==> run_1/clk_routes.png <==
Scale bar: 20 um.
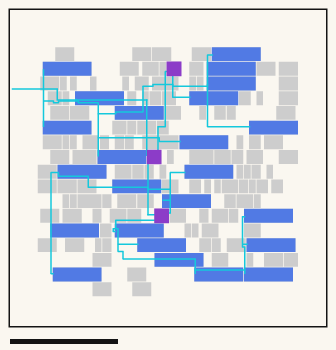
==> run_1/placement.png <==
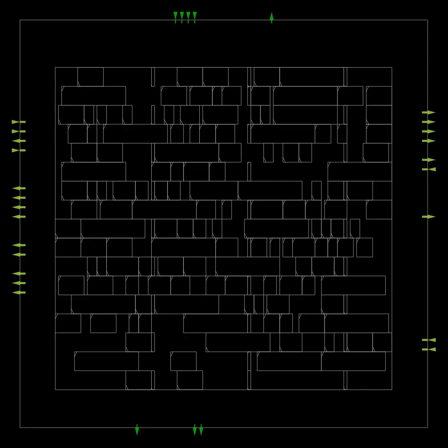
==> run_1/cell_density.png <==
The die is cut into 12 by 12 equal tiles; white is low, dark blue is high, 0 to 100% covered.
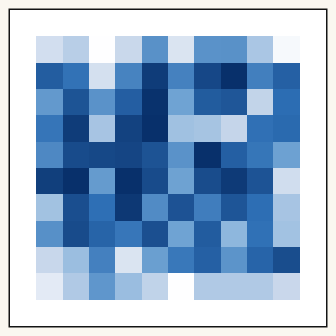
==> config.mk <==
export PLATFORM = sky130hd
export DESIGN_NAME = tick_scheduler_flat
export DESIGN_NICKNAME = d
export VERILOG_FILES = /design/src/rtl/tick_scheduler_if.sv /design/src/rtl/tick_scheduler.sv /design/src/flat_wrapper.sv
export SDC_FILE = /design/constraint.sdc
export NUM_CORES = 1
export LEC_CHECK = 0
export CORE_MARGIN = 5
export CORE_UTILIZATION = 52
export CTS_CLUSTER_DIAMETER = 200
export DETAILED_ROUTE_END_ITERATION = 8
export HOLD_SLACK_MARGIN = 0.15
export PLACE_DENSITY = 0.84
export SETUP_SLACK_MARGIN = 0.1
export SLEW_MARGIN = 20
export SYNTH_ARGS = -nofsm -noshare
export SYNTH_HDL_FRONTEND = slang
export SYNTH_SLANG_ARGS = --single-unit
==> constraint.sdc <==
create_clock -name clk -period 2.8 [get_ports clk]
set_clock_uncertainty 0.05 [all_clocks]
set_input_delay 0.28 -clock clk [delete_from_list [all_inputs] [get_ports clk]]
set_output_delay 0.28 -clock clk [all_outputs]
set_load 0.02 [all_outputs]
==> src/rtl/tick_scheduler_if.sv <==
`default_nettype none
// ============================================================================
// Module      : tick_scheduler_if
// Description : Signal bundle between the tick scheduler and its surroundings.
//               It carries the control inputs, the per-core start/ready
//               handshake, the combinational read port into the output spike
//               buffers, the spike event stream toward the router, and the
//               status outputs.
//   master : tick_scheduler side. It drives core_start, rd_*, ev_valid,
//            ev_core, ev_neuron, busy, tick_done and overrun.
//   slave  : environment side. It drives enable, clr_overrun, core_ready,
//            rd_spike and ev_ready.
// Revision    : 1.0 - initial release
// ============================================================================
interface tick_scheduler_if #(
  parameter int NUM_CORES   = 4,
  parameter int NUM_NEURONS = 16
);
  localparam int CORE_W = (NUM_CORES > 1) ? $clog2(NUM_CORES) : 1;
  localparam int NEUR_W = (NUM_NEURONS > 1) ? $clog2(NUM_NEURONS) : 1;

  logic                 enable;
  logic                 clr_overrun;
  logic [NUM_CORES-1:0] core_ready;
  logic [NUM_CORES-1:0] core_start;
  logic [CORE_W-1:0]    rd_core;
  logic [NEUR_W-1:0]    rd_neuron;
  logic                 rd_spike;
  logic                 ev_valid;
  logic                 ev_ready;
  logic [CORE_W-1:0]    ev_core;
  logic [NEUR_W-1:0]    ev_neuron;
  logic                 busy;
  logic                 tick_done;
  logic                 overrun;

  modport master (
    input  enable, clr_overrun, core_ready, rd_spike, ev_ready,
    output core_start, rd_core, rd_neuron, ev_valid, ev_core, ev_neuron,
           busy, tick_done, overrun
  );

  modport slave (
    output enable, clr_overrun, core_ready, rd_spike, ev_ready,
    input  core_start, rd_core, rd_neuron, ev_valid, ev_core, ev_neuron,
           busy, tick_done, overrun
  );
endinterface
`default_nettype wire

==> src/rtl/tick_scheduler.sv <==
`default_nettype none
// ============================================================================
// Module      : tick_scheduler
// Description : Global time-step sequencer for the neuron cores. Every
//               TICK_PERIOD cycles it raises a tick request. For each request
//               it pulses start to all cores and waits for every core to be
//               ready. It then scans each core's output spike buffer and sends
//               one event to the router for every neuron that fired.
//   clk   : system clock, rising edge
//   rst   : asynchronous reset, active low
//   bus   : tick_scheduler_if.master
//           enable/clr_overrun  : tick counter control, overrun clear
//           core_ready/start    : per-core handshake
//           rd_core/neuron/spike: combinational spike-buffer read port
//           ev_*                : valid/ready event stream to the router
//           busy/tick_done/overrun : status
// Revision    : 1.0 - initial release
// ============================================================================
module tick_scheduler #(
  parameter int NUM_CORES   = 4,
  parameter int NUM_NEURONS = 16,
  parameter int TICK_PERIOD = 1024
) (
  input  wire logic      clk,
  input  wire logic      rst,
  tick_scheduler_if.master bus
);

  localparam int CORE_W = (NUM_CORES > 1) ? $clog2(NUM_CORES) : 1;
  localparam int NEUR_W = (NUM_NEURONS > 1) ? $clog2(NUM_NEURONS) : 1;
  localparam int CNT_W  = $clog2(TICK_PERIOD);

  localparam logic [CORE_W-1:0] LAST_CORE   = CORE_W'(NUM_CORES - 1);
  localparam logic [NEUR_W-1:0] LAST_NEURON = NEUR_W'(NUM_NEURONS - 1);
  localparam logic [CNT_W-1:0]  CNT_LAST    = CNT_W'(TICK_PERIOD - 1);

  typedef enum logic [2:0] {
    S_IDLE    = 3'd0,
    S_START   = 3'd1,
    S_GUARD   = 3'd2,
    S_COMPUTE = 3'd3,
    S_DRAIN   = 3'd4,
    S_DONE    = 3'd5
  } state_e;

  state_e               state_q,      state_d;
  logic [CNT_W-1:0]     tick_cnt_q,   tick_cnt_d;
  logic                 pending_q,    pending_d;
  logic                 overrun_q,    overrun_d;
  logic [CORE_W-1:0]    rd_core_q,    rd_core_d;
  logic [NEUR_W-1:0]    rd_neuron_q,  rd_neuron_d;
  logic [NUM_CORES-1:0] core_start_q, core_start_d;
  logic                 tick_done_q,  tick_done_d;
  logic                 ev_hold_q,    ev_hold_d;

  logic tick_wrap;
  logic pending_take;
  logic ev_valid_w;

  // --------------------------------------------------------------------------
  // Tick counter
  // --------------------------------------------------------------------------
  always_comb begin
    tick_cnt_d = tick_cnt_q;
    tick_wrap  = 1'b0;
    if (bus.enable) begin
      if (tick_cnt_q == CNT_LAST) begin
        tick_cnt_d = '0;
        tick_wrap  = 1'b1;
      end else begin
        tick_cnt_d = tick_cnt_q + CNT_W'(1);
      end
    end else begin
      tick_cnt_d = '0;
    end
  end

  // --------------------------------------------------------------------------
  // Pending request / sticky overrun
  // A request consumed by IDLE in the same cycle as a new wrap is not an
  // overrun: the new wrap simply re-arms pending.
  // --------------------------------------------------------------------------
  always_comb begin
    pending_d = pending_q;
    overrun_d = overrun_q;
    if (pending_take) begin
      pending_d = 1'b0;
    end
    if (tick_wrap) begin
      pending_d = 1'b1;
    end
    if (!bus.enable) begin
      pending_d = 1'b0;
    end
    if (bus.clr_overrun) begin
      overrun_d = 1'b0;
    end
    // A new overrun wins over a clear that arrives in the same cycle.
    if (tick_wrap && pending_q && !pending_take) begin
      overrun_d = 1'b1;
    end
  end

  // --------------------------------------------------------------------------
  // Sequencer next-state logic
  // --------------------------------------------------------------------------
  always_comb begin
    state_d      = state_q;
    rd_core_d    = rd_core_q;
    rd_neuron_d  = rd_neuron_q;
    pending_take = 1'b0;
    ev_valid_w   = 1'b0;
    ev_hold_d    = 1'b0;

    case (state_q)
      S_IDLE: begin
        if (pending_q) begin
          pending_take = 1'b1;
          state_d      = S_START;
        end
      end

      S_START: state_d = S_GUARD;

      // Controllers still show the previous ready for one cycle after start.
      S_GUARD: state_d = S_COMPUTE;

      S_COMPUTE: begin
        if (&bus.core_ready) begin
          state_d     = S_DRAIN;
          rd_core_d   = '0;
          rd_neuron_d = '0;
        end
      end

      S_DRAIN: begin
        // ev_hold_q keeps an offered event valid until it is accepted, even
        // if the read data were to change underneath it.
        ev_valid_w = bus.rd_spike | ev_hold_q;
        if (!ev_valid_w || bus.ev_ready) begin
          if ((rd_core_q == LAST_CORE) && (rd_neuron_q == LAST_NEURON)) begin
            state_d = S_DONE;
          end else if (rd_neuron_q == LAST_NEURON) begin
            rd_neuron_d = '0;
            rd_core_d   = rd_core_q + CORE_W'(1);
          end else begin
            rd_neuron_d = rd_neuron_q + NEUR_W'(1);
          end
        end else begin
          ev_hold_d = 1'b1;
        end
      end

      S_DONE: begin
        rd_core_d   = '0;
        rd_neuron_d = '0;
        state_d     = S_IDLE;
      end

      default: state_d = S_IDLE;
    endcase

    // Pulse outputs are registered and follow the state being entered.
    core_start_d = (state_d == S_START) ? {NUM_CORES{1'b1}} : '0;
    tick_done_d  = (state_d == S_DONE);
  end

  // --------------------------------------------------------------------------
  // State registers
  // --------------------------------------------------------------------------
  always_ff @(posedge clk or negedge rst) begin
    if (!rst) begin
      state_q      <= S_IDLE;
      tick_cnt_q   <= '0;
      pending_q    <= 1'b0;
      overrun_q    <= 1'b0;
      rd_core_q    <= '0;
      rd_neuron_q  <= '0;
      core_start_q <= '0;
      tick_done_q  <= 1'b0;
      ev_hold_q    <= 1'b0;
    end else begin
      state_q      <= state_d;
      tick_cnt_q   <= tick_cnt_d;
      pending_q    <= pending_d;
      overrun_q    <= overrun_d;
      rd_core_q    <= rd_core_d;
      rd_neuron_q  <= rd_neuron_d;
      core_start_q <= core_start_d;
      tick_done_q  <= tick_done_d;
      ev_hold_q    <= ev_hold_d;
    end
  end

  // --------------------------------------------------------------------------
  // Outputs
  // --------------------------------------------------------------------------
  assign bus.core_start = core_start_q;
  assign bus.rd_core    = rd_core_q;
  assign bus.rd_neuron  = rd_neuron_q;
  assign bus.ev_valid   = ev_valid_w;
  assign bus.ev_core    = rd_core_q;
  assign bus.ev_neuron  = rd_neuron_q;
  assign bus.busy       = (state_q != S_IDLE);
  assign bus.tick_done  = tick_done_q;
  assign bus.overrun    = overrun_q;

endmodule
`default_nettype wire
==> src/flat_wrapper.sv <==
// flat-port wrapper written by rule: the top's interface ports become plain ports
module tick_scheduler_flat 
#(
  parameter int NUM_CORES   = 4,
  parameter int NUM_NEURONS = 16,
  parameter int TICK_PERIOD = 1024
)
  (clk, rst, bus_enable, bus_clr_overrun, bus_core_ready, bus_rd_spike, bus_ev_ready, bus_core_start, bus_rd_core, bus_rd_neuron, bus_ev_valid, bus_ev_core, bus_ev_neuron, bus_busy, bus_tick_done, bus_overrun);
  tick_scheduler_if #(.NUM_CORES(NUM_CORES), .NUM_NEURONS(NUM_NEURONS)) bus_i ();
  input  wire logic clk;
  input  wire logic rst;
  input wire logic [$bits(bus_i.enable)-1:0] bus_enable;
  input wire logic [$bits(bus_i.clr_overrun)-1:0] bus_clr_overrun;
  input wire logic [$bits(bus_i.core_ready)-1:0] bus_core_ready;
  input wire logic [$bits(bus_i.rd_spike)-1:0] bus_rd_spike;
  input wire logic [$bits(bus_i.ev_ready)-1:0] bus_ev_ready;
  output wire logic [$bits(bus_i.core_start)-1:0] bus_core_start;
  output wire logic [$bits(bus_i.rd_core)-1:0] bus_rd_core;
  output wire logic [$bits(bus_i.rd_neuron)-1:0] bus_rd_neuron;
  output wire logic [$bits(bus_i.ev_valid)-1:0] bus_ev_valid;
  output wire logic [$bits(bus_i.ev_core)-1:0] bus_ev_core;
  output wire logic [$bits(bus_i.ev_neuron)-1:0] bus_ev_neuron;
  output wire logic [$bits(bus_i.busy)-1:0] bus_busy;
  output wire logic [$bits(bus_i.tick_done)-1:0] bus_tick_done;
  output wire logic [$bits(bus_i.overrun)-1:0] bus_overrun;
  assign bus_i.enable = bus_enable;
  assign bus_i.clr_overrun = bus_clr_overrun;
  assign bus_i.core_ready = bus_core_ready;
  assign bus_i.rd_spike = bus_rd_spike;
  assign bus_i.ev_ready = bus_ev_ready;
  assign bus_core_start = bus_i.core_start;
  assign bus_rd_core = bus_i.rd_core;
  assign bus_rd_neuron = bus_i.rd_neuron;
  assign bus_ev_valid = bus_i.ev_valid;
  assign bus_ev_core = bus_i.ev_core;
  assign bus_ev_neuron = bus_i.ev_neuron;
  assign bus_busy = bus_i.busy;
  assign bus_tick_done = bus_i.tick_done;
  assign bus_overrun = bus_i.overrun;
  tick_scheduler #(.NUM_CORES(NUM_CORES), .NUM_NEURONS(NUM_NEURONS), .TICK_PERIOD(TICK_PERIOD)) u_core (.clk(clk), .rst(rst), .bus(bus_i));
endmodule
==> flow_summary_export.csv, run 1 <==
group,metric,value,unit
synth,edf_count,0,
critical_path,startpoint_type,"register",
flow_run,drv_cap,0,
placed_design,dp_hpwl,1930,um
clock_network,cts_made_buffers,3,
grt,grt_usage,16.5,%
layout,nNetsFinal,159,
floorplan,dieArea,3420,sq um
grt,grt_max_degree,25,
detailed_routing,avgViaCountPerCell,5.67,
layout,logic_area,532,sq um
critical_path,crit_type,"reg2out",
synth,syn_area,1220,sq um
detailed_routing,wl,2590,um
clock_network,hold_buffers,0,
detailed_routing,wl_per_cell,14.9,um
critical_path,critical_path_arrival,1.92,ns
floorplan,ioPinCount,30,
layout,num-fill-cells,183,
placed_design,place_congestion,0.821,
detailed_routing,drt_iter0_markers,60,
synth,ys_cells,121,
placed_design,port-buffer-count,29,
final_timing,holdWs,0.244,ns
critical_path,crit_fanout,9,
clock_network,cts_resized,0,
layout,layout_top_cells,"clkdlybuf4s50_1 (29), dfrtp_1 (24), nand2_1 (13), nor2_1 (12), nand3_1 (7)",
critical_path,reg2reg_to,"u_core.bus.ev_core[0]",
power_and_ir_drop,power,661,uW
critical_path,reg2reg_depth,5,
floorplan,chipWidth,58.5,um
final_timing,slew_headroom,73.0,%
grt,grt_pass1_vias,1002,
synth,synthFlopType,"dfrtp_1",
layout,final_area,1520,sq um
critical_path,path_cells,"or3_2 > clkdlybuf4s50_1",
final_timing,rsz0062_at_grt,"no",
grt,grt_pass1_wl,4380,um
power_and_ir_drop,ir_worst_vdd,346,uV
flow_run,warnings,26,
critical_path,rr_startpoint,"u_core.bus.ev_neuron[0]",
layout,layout_top_cell,"clkdlybuf4s50_1",
power_and_ir_drop,p_leak,0.656,nW
critical_path,cp_slowest_cell,"clkdlybuf4s50_1",
clock_network,cts.sinks,24,
clock_network,htreeDepth,1,
worst_hold_path,hp-class,"in2async",
placed_design,dpl_cell_area,1480,sq um
clock_network,ctsRootBufferMaster,"clkbuf_4",
detailed_routing,via_count,981,
clock_network,post_cts_buffers,0,
final_timing,fin_crit_sh,80.2,%
final_timing,tightest_slew,0.404,ns
critical_path,crit_path_end_kind,"primary output",
critical_path,required,2.47,ns
floorplan,rows,17,
synth,yosysWarnings,0,
detailed_routing,first_pass_iters,4,
synth,ys_seq_share,49.1,%
final_timing,setup_viol,0,
clock_network,clk_pin_slew_worst_paths,0.13,ns
detailed_routing,drc_errors,0,
layout,flop_area,601,sq um
floorplan,die_h,58.5,um
synth,async_reset_ff_share,100,%
final_timing,finalCriticalPeriod,2.25,ns
grt,overflow,0,
grt,antenna_found_initial,0,
layout,final_layout_size_suffix_gt1_share,6.21,%
placed_design,placedCellCount,169,
final_timing,tns,0,ns
synth,syn_area_per_cell,10.1,sq um
run_status,status,"finished clean",
layout,syn2layout_area_growth,24.1,%
final_timing,hold_viol,0,
critical_path,r2r_slack,1.17,ns
clock_network,clock_path_buffers,2,
synth,ys_area,1220,sq um
final_timing,slew_violations,0,
synth,synth_flops,24,
layout,diodes,0,
critical_path,max_stage_delay,0.56,ns
final_timing,clock.fmax,445,MHz
synth,synthesis.nets,134,
synth,synth_cell_types,31,
power_and_ir_drop,power.density,436,nW/um^2
detailed_routing,ant_nets,0,
synth,synthCells,121,
clock_network,cts_tree,"done",
-- clk_routes.png (at the start) --
- clock wires: cyan (length 290 um)
- flip-flops: blue (count 24)
- clock drivers: purple (count 3)
- flops lie: widely spread
clk latency late pin: 0.31 ns
clock power share: 28.0%
Clock group: 185 uW

-- placement.png (at the start) --
fraction of area in registers: 39.6%
num sequential: 24
Finished Layout Cells: 173

-- cell_density.png (at the start) --
- mean over tiles: 43%
- nearly empty tiles: 32%
- tiles over 75% full: 27%
- densest ninth of the die: center
- fullest tile: 100%
total core area: 2230 sq um
fp util: 54.7%

-- run 1: worst max-delay path by stage --
stage | start | end | slack, ns | depth (start not counted)
finish | u_core.state_q[0] | bus_busy | 0.55 | 2
global route | u_core.state_q[0] | bus_ev_valid | 0.41 | 4
CTS | u_core.state_q[0] | bus_busy | 0.54 | 2
detailed placement | u_core.state_q[0] | bus_busy | 0.91 | 2
global placement | u_core.state_q[0] | bus_busy | 0.95 | 2
floorplan | u_core.bus.ev_neuron[0] | u_core.bus.ev_core[0] | 1.22 | 5
-- run 1: layer usage --
layer / global-route usage (%) / share of wire, % / vias to the layer above / wire length (um)
met5: 0 / 0 / - / 0
li1: - / - / 461 / -
met3: 3.73 / 7.2 / 4 / 185
met2: 28.2 / 51 / 47 / 1320
met1: 19.8 / 41 / 469 / 1070
met4: 7.28 / 0.50 / 0 / 13
-- run 1: cell families after synthesis --
logic type,after synthesis,share of synthesized area [%]
and+or+nand+nor,54,23.7
DFF,24,49.1
buffers and inverters,14,7.37
AOI/OAI and AO/OA,15,8.50
muxes,3,2.46
xor gates and xnor gates,8,5.73
adders and majority gates,3,3.07
-- run 1: sequential cells by signal, indices dropped and copies added (netlist names) --
| name | flops |
|---|---|
| u_core.bus.core_start | 1 |
| u_core.bus.ev_core | 2 |
| u_core.bus.ev_neuron | 4 |
| u_core.bus.overrun | 1 |
| u_core.bus.tick_done | 1 |
| u_core.ev_hold_q | 1 |
| u_core.pending_q | 1 |
| u_core.state_q | 3 |
| u_core.tick_cnt_q | 10 |
-- run 1: power breakdown --
part           internal (mW)  switching [mW]
clock                 0.0795           0.106
combinational         0.0484          0.0469
sequential             0.360          0.0206
total                  0.488           0.173
-- run 1: worst max-delay path: cells and delay by family (launching register included) --
| kind | cells | cell delay (ns) |
|---|---|---|
| AND/OR/NAND/NOR | 1 | 0.54 |
| buffers and inverters | 1 | 0.56 |
| flip-flops | 1 | 0.51 |
-- run 1: cells in the mapped netlist (2+ instances only) --
library cell	n	area [sq um]
mux2i_1	3	30.0
nand3_1	7	35.0
o21a_1	2	15.0
o22ai_1	2	12.5
buf_4	10	75.1
nor2_1	12	45.0
xnor2_1	6	52.6
xor2_1	2	17.5
a21oi_1	4	20.0
and3_1	3	18.8
and4_1	2	17.5
inv_1	4	15.0
nor3_1	4	20.0
nand4_1	3	18.8
dfrtp_1	24	601
ha_1	3	37.5
and2_1	4	25.0
nand2_1	13	48.8
-- run 1: stage by stage --
step / setup WS (ns) / util (%)
after global routing: 0.409 / 67.9
after global placement: 0.947 / 66.3
final: 0.554 / 67.9
after CTS: 0.543 / 67.9
after floorplan: 1.22 / -
after detailed placement: 0.911 / 66.3
-- run 1: area by class of cell --
type	count	share of cell area, %
clock buffers	4	2.39
inverters	4	0.990
multi-input cells	83	35.1
flip-flops and latches	24	39.6
well taps	28	2.31
repair buffers	30	19.6
==> run 1 -> run 2 <==
- CORE_UTILIZATION: 52 -> 48
- PLACE_DENSITY: 0.84 -> 0.78
- clock period: 2.8 -> 2.26 ns (I/O delays scaled with it)
==> run_2/cell_density.png <==
The die is cut into 6 by 6 equal tiles; white is low, dark blue is high, 0 to 100% covered.
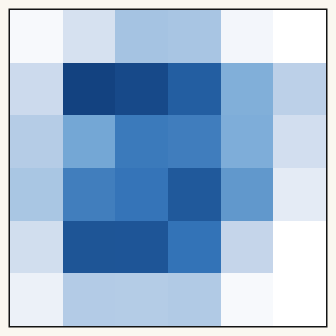
total core area: 2450 sq um
Final Util: 62.6%
fp util: 49.8%

==> run 2 against run 1 <==
Effect of this change:
- synthesized area unchanged
- core utilization shrank 5.3 points
- routed wire length decreased by 6.5%
- sequential cell count did not move
- sequential power increased by 24%
- power is 36% higher
- combinational power is 24% higher
- critical path type unchanged
- cell count rose by 1.2%
==> flow_summary_export.csv, run 2 <==
group,metric,value,unit
synth,synth_flops,24,
critical_path,r2r_slack,0.64,ns
power_and_ir_drop,power.density,586,nW/um^2
clock_network,ctsRootBufferMaster,"clkbuf_4",
synth,ys_area,1220,sq um
layout,final_cells,175,
grt,grt_max_degree,25,
floorplan,dieArea,3660,sq um
synth,ys_cells,121,
clock_network,hold_buffers,0,
detailed_routing,drc_errors,0,
layout,num-fill-cells,205,
critical_path,crit_path_end_kind,"primary output",
detailed_routing,ant_nets,0,
critical_path,cp.buffers_inverters,1,
synth,synth_cell_types,31,
floorplan,ioPinCount,30,
critical_path,max_stage_delay,0.55,ns
grt,grt_usage,14.7,%
grt,grt_pass1_vias,944,
floorplan,die_h,60.5,um
placed_design,port-buffer-count,29,
placed_design,place_congestion,0.782,
grt,antenna_found_initial,0,
synth,ys_seq_share,49.1,%
critical_path,crit_type,"reg2out",
critical_path,path_cells,"or3_2 > dlygate4sd2_1",
clock_network,cts_made_buffers,3,
clock_network,cts_resized,1,
placed_design,placedCellCount,171,
layout,largest_reg_flops,10,
flow_run,drv_cap,0,
final_timing,tightest_slew,0.418,ns
clock_network,cts.sinks,24,
final_timing,rsz0062_at_grt,"no",
layout,regMostFlops,"u_core.tick_cnt_q",
floorplan,rows,18,
critical_path,critical_path_arrival,1.70,ns
clock_network,clk_latency,0.32,ns
final_timing,slew_headroom,72.1,%
layout,flop_area,602,sq um
critical_path,path_delay_family,"simple AND/OR/NAND/NOR gates",
critical_path,startpoint_type,"register",
synth,yosysMostFrequentCell,"dfrtp_1",
final_timing,finalCriticalPeriod,1.97,ns
final_timing,slew_violations,0,
critical_path,crit_fanout,7,
clock_network,clk_pin_slew_worst_paths,0.14,ns
synth,synthFlopType,"dfrtp_1",
layout,final_layout_size_suffix_gt1_share,6.90,%
synth,synthesis.nets,134,
synth,yosysWarnings,0,
critical_path,rr_startpoint,"u_core.bus.ev_neuron[0]",
flow_run,warnings,26,
clock_network,post_cts_buffers,0,
layout,layout_top_cells,"clkdlybuf4s50_1 (27), dfrtp_1 (23), nand2_1 (13), nor2_1 (12), nand3_1 (7)",
clock_network,clock_path_buffers,2,
power_and_ir_drop,p_leak,0.679,nW
critical_path,reg2reg_to,"u_core.bus.ev_core[0]",
detailed_routing,wl_per_cell,13.8,um
critical_path,cp_slowest_cell,"or3_2",
synth,yosys.area.top_type_share,49.1,%
synth,syn_area_per_cell,10.1,sq um
grt,grt_pass1_wl,4020,um
floorplan,chipWidth,60.5,um
detailed_routing,drt_iter0_markers,6,
critical_path,required,1.98,ns
placed_design,dp_hpwl,1820,um
detailed_routing,first_pass_iters,4,
critical_path,reg2reg_depth,5,
layout,diodes,0,
layout,nNetsFinal,159,
final_timing,fin_crit_sh,87.3,%
final_timing,setup_viol,0,
final_timing,clock.fmax,507,MHz
detailed_routing,wl,2420,um
synth,edf_count,0,
clock_network,cts_tree,"done",
detailed_routing,via_count,938,
detailed_routing,avgViaCountPerCell,5.36,
synth,topCellsByArea,"dfrtp_1 (49%), buf_4 (6.1%), xnor2_1 (4.3%), nand2_1 (4.0%), nor2_1 (3.7%)",
grt,overflow,0,
synth,async_reset_ff_share,100,%
worst_hold_path,hp-class,"in2async",
synth,syn_area,1220,sq um
synth,synthCells,121,
clock_network,htreeDepth,1,
synth,common_cells,"dfrtp_1 (24), nand2_1 (13), nor2_1 (12), buf_4 (10), nand3_1 (7)",
synth,top_area_cell,"dfrtp_1",
run_status,status,"finished clean",
layout,layout_top_cell,"clkdlybuf4s50_1",
layout,logic_area,532,sq um
layout,syn2layout_area_growth,25.8,%
final_timing,hold_viol,0,
power_and_ir_drop,ir_worst_vdd,503,uV
final_timing,tns,0,ns
[run 2: how the worst max path moves through the flow]
stage | startpoint | endpoint | slack (ns) | depth (start not counted)
2_1_floorplan | u_core.bus.ev_neuron[0] | u_core.bus.ev_core[0] | 0.68 | 5
3_3_place_gp | u_core.state_q[1] | bus_busy | 0.45 | 2
3_5_place_dp | u_core.state_q[1] | bus_busy | 0.44 | 2
4_1_cts | u_core.state_q[0] | bus_ev_valid | 0.11 | 4
5_1_grt | u_core.state_q[1] | bus_busy | 0.26 | 2
6_report | u_core.state_q[1] | bus_busy | 0.29 | 2
[run 2: routing by layer]
| layer | routed length (um) | track usage, % | part of all wire [%] |
|---|---|---|---|
| met2 | 1230 | 26.7 | 51 |
| met5 | 0 | 0 | 0 |
| met1 | 1050 | 17.7 | 43 |
| met3 | 98 | 1.49 | 4.1 |
| met4 | 40 | 6.50 | 1.7 |
[run 2: cell families after synthesis]
kind of cell	after synthesis	synth area share, %
compound gates	15	8.50
xor+xnor	8	5.73
fa+ha+maj	3	3.07
buf+inv	14	7.37
flops	24	49.1
mux	3	2.46
simple gates	54	23.7
[run 2: per-stage QoR]
stage / area [sq um] / hold WS, ns / util (%) / setup slack (ns) / power [mW]
2_1_floorplan: 1220 / -0.120 / - / 0.680 / 0.542
3_3_place_gp: 1480 / 0.431 / 60.4 / 0.453 / 0.594
3_5_place_dp: 1480 / 0.433 / 60.4 / 0.440 / 0.599
4_1_cts: 1530 / 0.198 / 62.5 / 0.108 / 0.907
5_1_grt: 1540 / 0.214 / 62.6 / 0.261 / 0.937
6_report: 1540 / 0.180 / 62.6 / 0.287 / 0.902
[run 2: final cells by class]
type,instances,area share (%)
well taps,30,2.44
repair buffers,30,19.4
multi-input cells,83,34.6
flip-flops and latches,24,39.1
clock buffers,3,1.46
clock inverters,1,1.95
inverters,4,0.976
[run 2: power by group]
group / internal, mW / switching [mW] / total, mW
sequential: 0.446 / 0.0254 / 0.472
combinational: 0.0596 / 0.0586 / 0.118
clock: 0.179 / 0.132 / 0.312
total: 0.685 / 0.216 / 0.902
==> run 2 -> run 3 <==
- PLACE_DENSITY: 0.78 -> not set
- PLACE_DENSITY_LB_ADDON: not set -> 0.08
==> run_3/io_placement.png <==
Pins as bars across the die edge, other pins in gray.
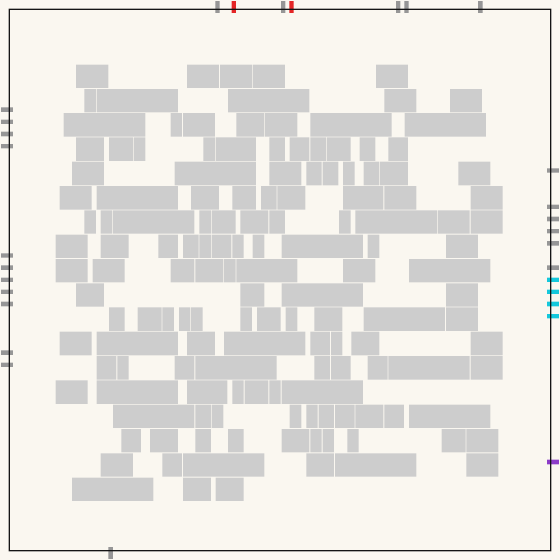
- `bus_ev_core`: red (pins 2; direction output; edge north)
- `bus_core_start`: cyan (pins 4; direction output; edge east)
- `rst`: purple (pins 1; direction input; edge east)
- all pins by edge: 11 west, 11 east, 7 north, 1 south
Die Span Y: 60.5 um
die width: 60.5 um
port bufs: 29

==> run 3 against run 2 <==
Effect of this change:
- clock power is 42% lower
- core utilization is 1.4 points lower
- final area is 2.3% lower
- power is 15% lower
- via count is 0.53% lower
- synthesized cell count stayed put
- fmax is 0.92% higher
- sequential power hardly changed
- critical endpoint unchanged
- largest cell class unchanged
==> flow_summary_export.csv, run 3 <==
group,metric,value,unit
final_timing,fin_ws,0.305,ns
grt,grt_busiest_layer,"met1",
detailed_routing,first_pass_iters,4,
layout,logic_area,532,sq um
synth,top_logic_kind,"simple AND/OR/NAND/NOR gates",
power_and_ir_drop,power.density,511,nW/um^2
synth,edf_count,0,
detailed_routing,wl,2270,um
synth,ys_sh_aoi,8.50,%
power_and_ir_drop,power_switching,200,uW
clock_network,hold_buffers,0,
critical_path,crit_type,"reg2out",
layout,flop_area,601,sq um
clock_network,clock_path_buffers,2,
power_and_ir_drop,switching_share,26.1,%
clock_network,clk_latency,0.30,ns
placed_design,place_congestion,0.738,
grt,grt_max_degree,25,
power_and_ir_drop,p_leak,0.651,nW
floorplan,dieArea,3660,sq um
synth,ys_seq_share,49.1,%
synth,synthFlopType,"dfrtp_1",
synth,async_reset_ff_share,100,%
grt,grt_usage,14.4,%
critical_path,startpoint_type,"register",
synth,yosysMostFrequentCell,"dfrtp_1",
layout,final_layout_size_suffix_gt1_share,5.56,%
final_timing,tightest_slew,0.357,ns
detailed_routing,avgViaCountPerCell,5.36,
grt,use_met1,21.5,%
layout,largest_reg_flops,10,
flow_run,warnings,26,
floorplan,floorplan.core_util,49.8,%
layout,diodes,0,
floorplan,coreArea,2450,sq um
grt,grt_use_met3,2.98,%
final_timing,fin_crit_sh,86.5,%
detailed_routing,via_count,933,
final_timing,rsz0062_at_grt,"no",
critical_path,required,1.98,ns
synth,syn_area,1220,sq um
power_and_ir_drop,p_int,567,uW
critical_path,crit_path_end_kind,"primary output",
critical_path,reg2reg_depth,5,
final_timing,hold_viol,0,
critical_path,critical_path_arrival,1.68,ns
power_and_ir_drop,pwr-share-seq,61.3,%
final_timing,clock.fmax,512,MHz
final_timing,tns,0,ns
placed_design,dp_hpwl,1740,um
synth,synth_cell_types,31,
synth,synthSimpleGateAreaFrac,23.7,%
clock_network,post_cts_buffers,0,
synth,synthCells,121,
detailed_routing,drt_iter0_markers,19,
grt,antenna_found_initial,0,
synth,common_cells,"dfrtp_1 (24), nand2_1 (13), nor2_1 (12), buf_4 (10), nand3_1 (7)",
layout,post-route-util,61.2,%
clock_network,cts_made_buffers,3,
layout,layout_top_cells,"clkdlybuf4s50_1 (27), dfrtp_1 (24), nand2_1 (13), nor2_1 (12), nand3_1 (7)",
synth,mux_share,2.46,%
critical_path,crit_fanout,9,
grt,overflow,0,
synth,yosys.area.top_type_share,49.1,%
flow_run,drv_cap,0,
layout,syn2layout_area_growth,22.9,%
synth,ys_cells,121,
final_timing,setup_viol,0,
floorplan,ioPinCount,30,
final_timing,slew_violations,0,
synth,syn_area_per_cell,10.1,sq um
power_and_ir_drop,pwr-share-clk,23.6,%
layout,num-fill-cells,221,
final_timing,slew_headroom,76.2,%
clock_network,cts_tree,"done",
synth,topCellsByArea,"dfrtp_1 (49%), buf_4 (6.1%), xnor2_1 (4.3%), nand2_1 (4.0%), nor2_1 (3.7%)",
worst_hold_path,hp-class,"in2async",
synth,xor_share,5.73,%
clock_network,htreeDepth,1,
grt,grt_pass1_vias,885,
detailed_routing,wl_per_cell,13.0,um
grt,grt_util_met2,20.8,%
clock_network,cts.sinks,24,
power_and_ir_drop,combPwrFrac,15.1,%
grt,grt_pass1_wl,4020,um
power_and_ir_drop,ir_worst_vdd,350,uV
clock_network,clk_pin_slew_worst_paths,0.12,ns
layout,nNetsFinal,159,
final_timing,finalCriticalPeriod,1.95,ns
layout,layout_top_cell,"clkdlybuf4s50_1",
synth,yosysWarnings,0,
synth,synthesis.nets,134,
floorplan,rows,18,
synth,synth_flops,24,
detailed_routing,ant_nets,0,
synth,top_area_cell,"dfrtp_1",
layout,regMostFlops,"u_core.tick_cnt_q",
synth,ys_area,1220,sq um
clock_network,ctsRootBufferMaster,"clkbuf_4",
placed_design,dpl_worst_slack,0.436,ns
detailed_routing,drc_errors,0,
synth,fa_ha_area_share,3.07,%
run_status,status,"finished clean",
run 3: cell count changes in the layout (fill, tap and decap cells not counted), sizes merged:
| cell | delta |
|---|---|
| dlymetal6s2s | -1 |
| bufinv | -1 |
| dlygate4sd2 | +1 |
run 3: what timing repair did:
action                                 4_1_cts  5_1_grt
endpoints found under the hold margin        0        0
setup endpoints to repair                    2        0
gates resized                                2        0
run 3: metrics by stage:
step / instance area (sq um) / std cells / hold WS (ns) / power [mW]
floorplan: 1220 / 121 / -0.120 / 0.542
global placement: 1480 / 171 / 0.438 / 0.594
detailed placement: 1480 / 171 / 0.438 / 0.598
CTS: 1500 / 174 / 0.230 / 0.778
global route: 1500 / 174 / 0.231 / 0.810
finish: 1500 / 174 / 0.223 / 0.768
run 3: worst paths after layout:
check                      slack (ns)                     from                      end
setup / recovery                 0.31        u_core.state_q[0]                 bus_busy
hold / removal                   0.22                      rst  u_core.bus.ev_neuron[0]
setup reg to reg                 0.64  u_core.bus.ev_neuron[0]  u_core.bus.ev_neuron[1]
hold reg to reg                  0.45     u_core.tick_cnt_q[0]     u_core.tick_cnt_q[0]
max in group asynchronous        1.70                      rst     u_core.tick_cnt_q[5]
min in group clk                 0.43          bus_clr_overrun       u_core.bus.overrun
run 3: critical path, stage by stage (launching register included):
cell	delay (ns)
dfrtp_1	0.50
or3_2	0.53
dlygate4sd2_1	0.34
run 3: power groups by stage:
stage          logic (mW)  registers (mW)  clock network (mW)
2_1_floorplan      0.0617           0.481                   0
3_3_place_gp        0.117           0.477                   0
3_5_place_dp        0.119           0.479                   0
4_1_cts             0.119           0.471               0.188
5_1_grt             0.127           0.476               0.207
6_report            0.116           0.471               0.181
run 3: kinds of logic (layout without fill, tap and decap cells):
family / Yosys count / after routing
simple gates: 54 / 54
buf+inv: 14 / 37
xor+xnor: 8 / 8
fa+ha+maj: 3 / 3
flops: 24 / 24
mux: 3 / 3
compound gates: 15 / 15
run 3: metal layers:
layer | wire length [um] | vias to the layer above
li1 | - | 460
met1 | 1110 | 441
met2 | 996 | 28
met3 | 136 | 4
met4 | 26 | 0
met5 | 0 | -
run 3: layout make-up:
class,count,area share [%]
inverter,4,0.999
clock buffer,3,1.50
timing repair buffer,30,19.7
multi-input combinational,83,35.4
sequential,24,40.0
tap,30,2.50

## Gallery

Metal 3.
Plate I
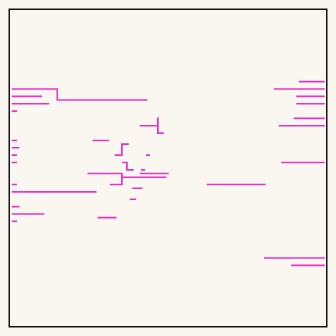
Plate II
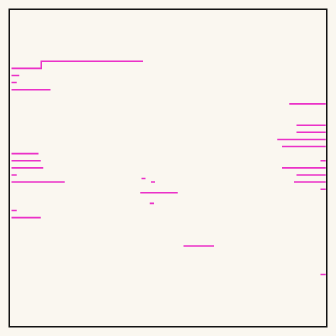
| from | picture |
|---|---|
| run 3 | Plate II |
| run 1 | Plate I |

No activity file was given, so power comes from the tool's default toggle rates.
